## config.mk

```make
export PLATFORM = sky130hd
export DESIGN_NAME = shift_sequencer_flat
export DESIGN_NICKNAME = d
export VERILOG_FILES = /design/src/rtl/shift_sequencer_if.sv /design/src/rtl/shift_sequencer.sv /design/src/flat_wrapper.sv
export SDC_FILE = /design/constraint.sdc
export NUM_CORES = 1
export LEC_CHECK = 0
export ABC_AREA = 1
export CORE_MARGIN = 10
export CORE_UTILIZATION = 48
export CTS_BUF_LIST = sky130_fd_sc_hd__clkbuf_4 sky130_fd_sc_hd__clkbuf_8
export DETAILED_ROUTE_END_ITERATION = 16
export PLACE_DENSITY = 0.83
export RECOVER_POWER = 100
export SLEW_MARGIN = 20
export SYNTH_ARGS = -nofsm -noshare
export SYNTH_HDL_FRONTEND = slang
export SYNTH_SLANG_ARGS = --single-unit
```

## constraint.sdc

```tcl
create_clock -name clk -period 1.6 [get_ports clk]
set_clock_uncertainty 0.05 [all_clocks]
set_input_delay 0.32 -clock clk [delete_from_list [all_inputs] [get_ports clk]]
set_output_delay 0.32 -clock clk [all_outputs]
set_load 0.005 [all_outputs]
```

## src/rtl/shift_sequencer_if.sv

```systemverilog
// Handshake and register-feedback bundle between a requester, shift_sequencer
// and the downstream right_shift_register.
interface shift_sequencer_if #(
   parameter int WIDTH   = 16,
   parameter int SHAMT_W = 5
);
   logic               start;
   logic [WIDTH-1:0]   data_in;
   logic [SHAMT_W-1:0] shamt;
   logic               mode_in;
   logic [WIDTH-1:0]   sr_out;
   logic               sr_enable;
   logic [WIDTH-1:0]   sr_in;
   logic               sr_mode;
   logic [WIDTH-1:0]   result;
   logic               busy;
   logic               done;

   modport slave (
      input  start, data_in, shamt, mode_in, sr_out,
      output sr_enable, sr_in, sr_mode, result, busy, done
   );

   modport master (
      output start, data_in, shamt, mode_in, sr_out,
      input  sr_enable, sr_in, sr_mode, result, busy, done
   );
endinterface

```

## src/rtl/shift_sequencer.sv

```systemverilog
// Multi-bit shift controller: drives right_shift_register one bit per cycle,
// feeding its output back, and returns the final word with start/busy/done.
module shift_sequencer #(
   parameter int WIDTH   = 16,
   parameter int SHAMT_W = 5
) (
   input logic            clk,
   input logic            reset,
   shift_sequencer_if.slave bus
);
   typedef enum logic [1:0] {IDLE, SHIFT, CAPTURE, DONE} state_t;

   localparam logic [SHAMT_W-1:0] MAX_N = SHAMT_W'(WIDTH);

   state_t             state;
   logic [SHAMT_W-1:0] count;
   logic [SHAMT_W-1:0] n;
   logic [WIDTH-1:0]   data_r;
   logic [WIDTH-1:0]   result_r;
   logic               mode_r;
   logic               busy_r;
   logic               done_r;
   logic               enable_r;
   logic               first_r;

   // Shifting by WIDTH or more is equivalent to shifting exactly WIDTH times.
   always_comb n = (bus.shamt > MAX_N) ? MAX_N : bus.shamt;

   always_ff @(posedge clk or posedge reset) begin
      if (reset) begin
         state    <= IDLE;
         count    <= '0;
         data_r   <= '0;
         mode_r   <= 1'b0;
         result_r <= '0;
         busy_r   <= 1'b0;
         done_r   <= 1'b0;
         enable_r <= 1'b0;
         first_r  <= 1'b0;
      end else begin
         case (state)
            IDLE: begin
               done_r <= 1'b0;
               if (bus.start) begin
                  data_r <= bus.data_in;
                  mode_r <= bus.mode_in;
                  if (n == '0) begin
                     result_r <= bus.data_in;
                     done_r   <= 1'b1;
                     state    <= DONE;
                  end else begin
                     count    <= n;
                     busy_r   <= 1'b1;
                     enable_r <= 1'b1;
                     first_r  <= 1'b1;
                     state    <= SHIFT;
                  end
               end
            end
            SHIFT: begin
               first_r <= 1'b0;
               count   <= count - 1'b1;
               if (count == SHAMT_W'(1)) begin
                  enable_r <= 1'b0;
                  state    <= CAPTURE;
               end
            end
            CAPTURE: begin
               result_r <= bus.sr_out;
               busy_r   <= 1'b0;
               done_r   <= 1'b1;
               state    <= DONE;
            end
            DONE: begin
               done_r <= 1'b0;
               state  <= IDLE;
            end
            default: begin
               busy_r   <= 1'b0;
               done_r   <= 1'b0;
               enable_r <= 1'b0;
               first_r  <= 1'b0;
               state    <= IDLE;
            end
         endcase
      end
   end

   // The first shift seeds the register from the operand; later ones recirculate.
   always_comb begin
      bus.sr_in = '0;
      if (enable_r) bus.sr_in = first_r ? data_r : bus.sr_out;
   end

   assign bus.sr_enable = enable_r;
   assign bus.sr_mode   = enable_r & mode_r;
   assign bus.result    = result_r;
   assign bus.busy      = busy_r;
   assign bus.done      = done_r;
endmodule
```

## src/flat_wrapper.sv

```systemverilog
// flat-port wrapper written by rule: the top's interface ports become plain ports
module shift_sequencer_flat 
#(
   parameter int WIDTH   = 16,
   parameter int SHAMT_W = 5
)
  (clk, reset, bus_start, bus_data_in, bus_shamt, bus_mode_in, bus_sr_out, bus_sr_enable, bus_sr_in, bus_sr_mode, bus_result, bus_busy, bus_done);
  shift_sequencer_if #(.WIDTH(WIDTH), .SHAMT_W(SHAMT_W)) bus_i ();
  input logic clk;
  input logic reset;
  input wire logic [$bits(bus_i.start)-1:0] bus_start;
  input wire logic [$bits(bus_i.data_in)-1:0] bus_data_in;
  input wire logic [$bits(bus_i.shamt)-1:0] bus_shamt;
  input wire logic [$bits(bus_i.mode_in)-1:0] bus_mode_in;
  input wire logic [$bits(bus_i.sr_out)-1:0] bus_sr_out;
  output wire logic [$bits(bus_i.sr_enable)-1:0] bus_sr_enable;
  output wire logic [$bits(bus_i.sr_in)-1:0] bus_sr_in;
  output wire logic [$bits(bus_i.sr_mode)-1:0] bus_sr_mode;
  output wire logic [$bits(bus_i.result)-1:0] bus_result;
  output wire logic [$bits(bus_i.busy)-1:0] bus_busy;
  output wire logic [$bits(bus_i.done)-1:0] bus_done;
  assign bus_i.start = bus_start;
  assign bus_i.data_in = bus_data_in;
  assign bus_i.shamt = bus_shamt;
  assign bus_i.mode_in = bus_mode_in;
  assign bus_i.sr_out = bus_sr_out;
  assign bus_sr_enable = bus_i.sr_enable;
  assign bus_sr_in = bus_i.sr_in;
  assign bus_sr_mode = bus_i.sr_mode;
  assign bus_result = bus_i.result;
  assign bus_busy = bus_i.busy;
  assign bus_done = bus_i.done;
  shift_sequencer #(.WIDTH(WIDTH), .SHAMT_W(SHAMT_W)) u_core (.clk(clk), .reset(reset), .bus(bus_i));
endmodule
```

Figure 1. Signal wires on met1 (run 1).
Cells faint in the background.
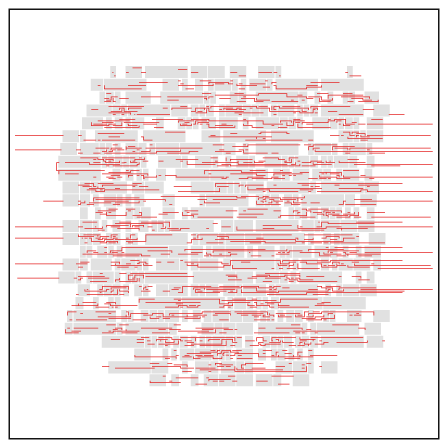
The wires run mostly horizontal. 456 nets have wire on it. The longest straight run is 24.8 um. The layer carries 3230 um of wire. The layer holds 40% of the routed length.

Figure 2. The metal 2 layer (run 1).
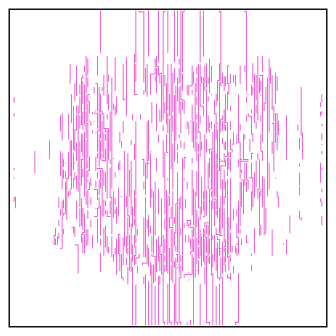
The layer holds 51% of the routed length. The wires run mostly vertical. 412 nets have wire on it.
Vias: 2645
met2 GRT Util: 31.9%
final wirelength: 8090 um

Figure 3. The metal 3 layer (run 1).
Cells faint in the background.
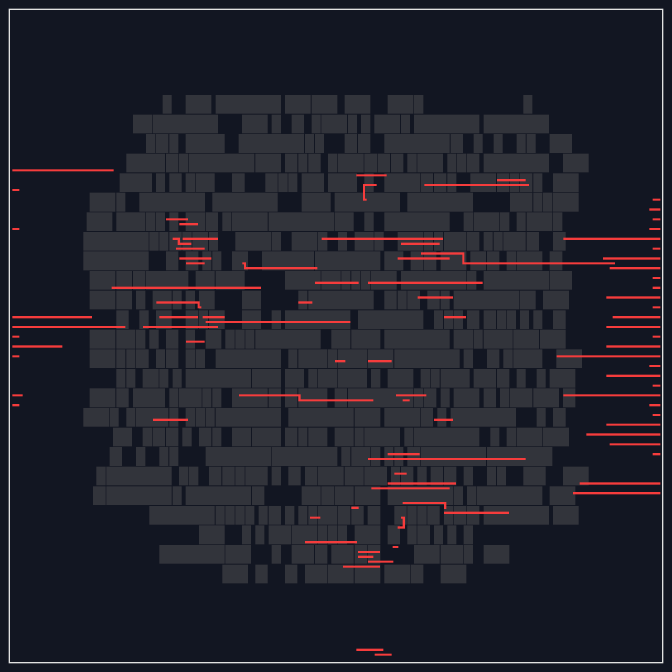
The layer holds 6.7% of the routed length. The wires run mostly horizontal. 75 nets have wire on it. The longest straight run is 21.6 um. The layer carries 540 um of wire.
met3 Usage GRT: 3.16%

Figure 4. The metal 4 layer (run 1).
Bar = 20 um. Cells faint in the background.
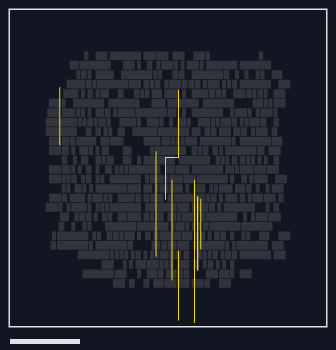
The layer carries 206 um of wire. The wires run mostly vertical. The longest straight run is 40.8 um. The layer holds 2.5% of the routed length. 8 nets have wire on it.

==> Slide: Implementation Results, run 1 <==
Flow Results at a Glance

Final layout
  – Nets: 483
  – Share of layout cells above drive strength 1: 21.8%
  – Fill cells: 351
  – Clock-cell share of area: 2.67%
  – Sequential cell area share: 30.5%
  – Top cells excl fill/tap: nand2_1, clkdlybuf4s50_1, dfrtp_1

CTS
  – Gates resized, CTS repair: 101
  – Clock Sinks: 44
  – Number of H-tree levels: 2
  – CTS clk-pin slew, worst paths: 0.08 ns

Power
  – Pleak: 1.80 nW
  – Clock power frac: 10.1%
  – Total power: 0.00733 W
  – Seq pwr: 0.00200 W
  – Seq pwr share: 27.2%

Worst setup path
  – Top Family by Delay on Critical Path: buffers and inverters
  – CP Max Fanout: 7
  – CP Class: register to primary output
  – Critical path origin: u_core.first_r$_DFFE_PP0P_
  – Crit-path max cell delay: 0.41 ns
  – CP bufs+invs: 4
  – Crit path capture type: primary output

Synth
  – Synth warn: 0
  – FF+latch count, synth: 44
  – Xor/xnor share: 0.366%
  – Yosys aoi share: 13.0%
  – Top-count cell post-synth: nand2_1
  – Async SR Flop Fraction: 100%
  – Main area contributors: dfrtp_1, nand2_1, o21ai_0
  – Main synth FF type: dfrtp_1
  – Leading area contributor after synthesis: dfrtp_1
  – Unique masters post-synth: 21

STA
  – Period minus WS final: 1.71 ns
  – Worst rel slew slack: 68.6%
  – Worst setup margin: -0.109 ns
  – # setup viols final: 15

Global route
  – Tot GR Track Use: 18.2%
  – GRT overflow: 0
  – Met1 Use GR: 21.6%
  – Initial antenna violation count: 0
  – First-pass GRT wire length: 12500 um
  – Largest net degree at the start of global routing: 36

Route
  – DR WL met3: 540 um
  – Vias/cell: 5.26

Status
  – Failing checks: negative setup slack
  – Status: complete, but fails checks

Placed design
  – Dpl hpwl: 5540 um

Floorplan
  – FP Core Util: 50.0%
-- run 1: flip-flops by register name (all words and copies together) (netlist names) --
register / count
u_core.bus.result: 16
u_core.mode_r: 1
u_core.bus.sr_enable: 1
u_core.data_r: 16
u_core.first_r: 1
u_core.bus.done: 1
u_core.state: 2
u_core.bus.busy: 1
u_core.count: 5
-- run 1: through the flow --
stage | utilization [%] | hold WS, ns | setup TNS (ns) | std cells | cell area (um2)
finish | 75.3 | 0.385 | -0.639 | 503 | 3610
detailed placement | 70.4 | 0.409 | -5.64 | 479 | 3370
floorplan | - | 0.404 | 0 | 327 | 2390
CTS | 73.9 | 0.212 | -0.517 | 496 | 3540
global placement | 70.4 | 0.405 | -4.63 | 479 | 3370
global route | 75.3 | 0.419 | -2.15 | 503 | 3610
## Run 2: what changed since run 1
Settings changed: MAX_ROUTING_LAYER set to met4.
==> run 2 against run 1 <==
  * The run still ends with negative setup slack left
  * Via count decreased by 3.9%
  * Routed wire length is 8.9% lower
  * Sequential cell count unchanged
  * Die area unchanged
  * Clock power down 4.6%
  * Design area fell by 1.4%
  * Non-clock buffer count down 7
  * Critical endpoint is now bus_sr_in[3]
  * Utilization fell by 1.1 points
  * Count of clock-buffer cells in the layout down 1
  * Total power fell by 3.9%
==> Slide: Implementation Results, run 2 <==
Flow Results at a Glance

Status
  – Status: complete, but fails checks
  – Failing checks: negative setup slack

Final layout
  – Seq Cell Count: 44
  – Invs w/o clock: 32
  – Reg area: 1100 um2
  – Sequential cell area share: 31.0% (+0.48 points)
  – Nets: 477 (-1.2%)
  – Share of layout cells above drive strength 1: 22.0% (+0.25 points)
  – Final non-filler cell total: 498 (-0.99%)
  – Fill cells: 363 (+3.4%)
  – Top cells excl fill/tap: nand2_1, clkdlybuf4s50_1, dfrtp_1
  – Clock-cell share of area: 2.60% (-0.067 points)

Global route
  – Initial antenna violation count: 0 (unchanged)
  – GRT overflow: 0 (unchanged)
  – Largest net degree at the start of global routing: 35 (-2.8%)
  – First-pass GRT wire length: 12100 um (-3.9%)
  – Met2 GRT Util: 30.7% (-1.2 points)
  – Tot GR Track Use: 18.0% (-0.20 points)

Worst setup path
  – CP bufs+invs: 3 (-1)
  – CP Max Fanout: 6 (-1)
  – CP Class: register to primary output
  – Crit path capture type: primary output
  – Critical path origin: u_core.first_r$_DFFE_PP0P_
  – Top Family by Delay on Critical Path: flip-flops

CTS
  – Clock Sinks: 44 (unchanged)
  – Gates resized, CTS repair: 107 (+5.9%)
  – CTS clk-pin slew, worst paths: 0.08 ns (about the same)
  – Number of H-tree levels: 2 (unchanged)

STA
  – Period minus WS final: 1.64 ns (-0.0662 ns)
  – Worst rel slew slack: 69.2% (+0.62 points)
  – Worst setup margin: -0.0427 ns (+0.0662 ns)
  – # setup viols final: 13 (-2)

Synth
  – Most frequent cells after synthesis: nand2_1, o21ai_0, dfrtp_1
  – Leading area contributor after synthesis: dfrtp_1
  – Xor/xnor share: 0.366% (unchanged)
  – Post-synth EDFFs: 0
  – FA/HA/MAJ Cells, Area Fraction: 3.13%
  – FF+latch count, synth: 44 (unchanged)
  – Async SR Flop Fraction: 100% (unchanged)
  – Main area contributors: dfrtp_1, nand2_1, o21ai_0
  – Sequential area share after synthesis: 46.0%
  – Unique masters post-synth: 21 (unchanged)
  – Main synth FF type: dfrtp_1
  – Synth warn: 0 (unchanged)
  – Top-count cell post-synth: nand2_1

Power
  – Seq pwr: 0.00201 W (about the same)
  – Switching part of the total power: 43.0%
  – Clock power frac: 10.0% (about the same)
  – Pleak: 1.77 nW (-1.9%)
  – Total power: 0.00704 W (-3.9%)
  – Seq pwr share: 28.5% (+1.3 points)

Floorplan
  – Chip Area: 8210 um2
  – Die Wd: 90.6 um
  – FP Core Util: 50.0% (unchanged)

Placed design
  – Dpl hpwl: 5420 um (-2.2%)
  – Dpl cells: 479 (unchanged)

Route
  – Vias/cell: 5.10 (-3.0%)
  – Iteration-0 DRC Markers: 219

Flow run
  – Max-cap viol count: 0
run 2: netlist changes by cell type in the layout (fill, tap and decap cells not counted), sizes merged:
cell         delta
buf             -7
dlygate4sd2     -1
nand2           +1
clkinv          +2
run 2: per-layer routing:
metal	routed length (um)	part of all wire, %	vias up
met5	0	0	-
met4	88	1.2	0
met3	409	5.5	9
met2	3780	51	87
met1	3090	42	1197
li1	-	-	1248
run 2: metrics by stage:
stage	util [%]	setup TNS (ns)	hold WS, ns	setup WS [ns]	instance area (um2)
CTS	73.5	-0.270	0.216	-0.0297	3520
global placement	70.2	-4.18	0.406	-0.260	3360
floorplan	-	0	0.404	0.154	2390
global route	74.3	-2.40	0.440	-0.105	3550
finish	74.3	-0.348	0.390	-0.0427	3550
detailed placement	70.2	-5.03	0.408	-0.312	3360
Figure 5. The metal 3 layer (run 2).
Cells faint in the background.
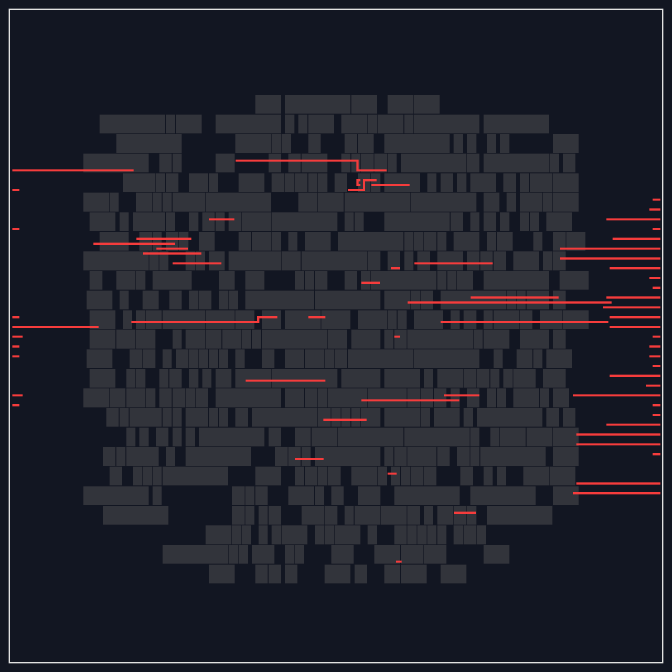
The layer holds 5.6% of the routed length. The layer carries 410 um of wire. The longest straight run is 28.1 um.

Figure 6. Signal wires on met1 (run 2).
Cells faint in the background.
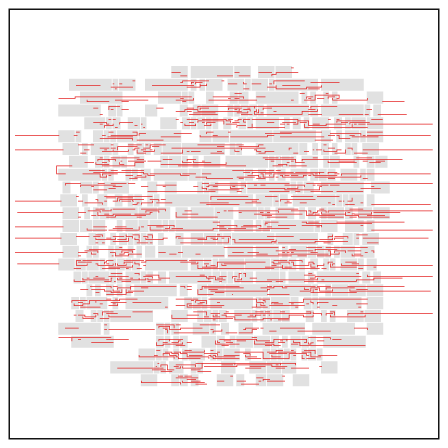
The longest straight run is 26.7 um. 438 nets have wire on it. The layer carries 3090 um of wire. The wires run mostly horizontal. The layer holds 42% of the routed length.
met1 Use GR: 21.1%
Vias: 2541
final wirelength: 7370 um

No activity file was given, so power comes from the tool's default toggle rates.
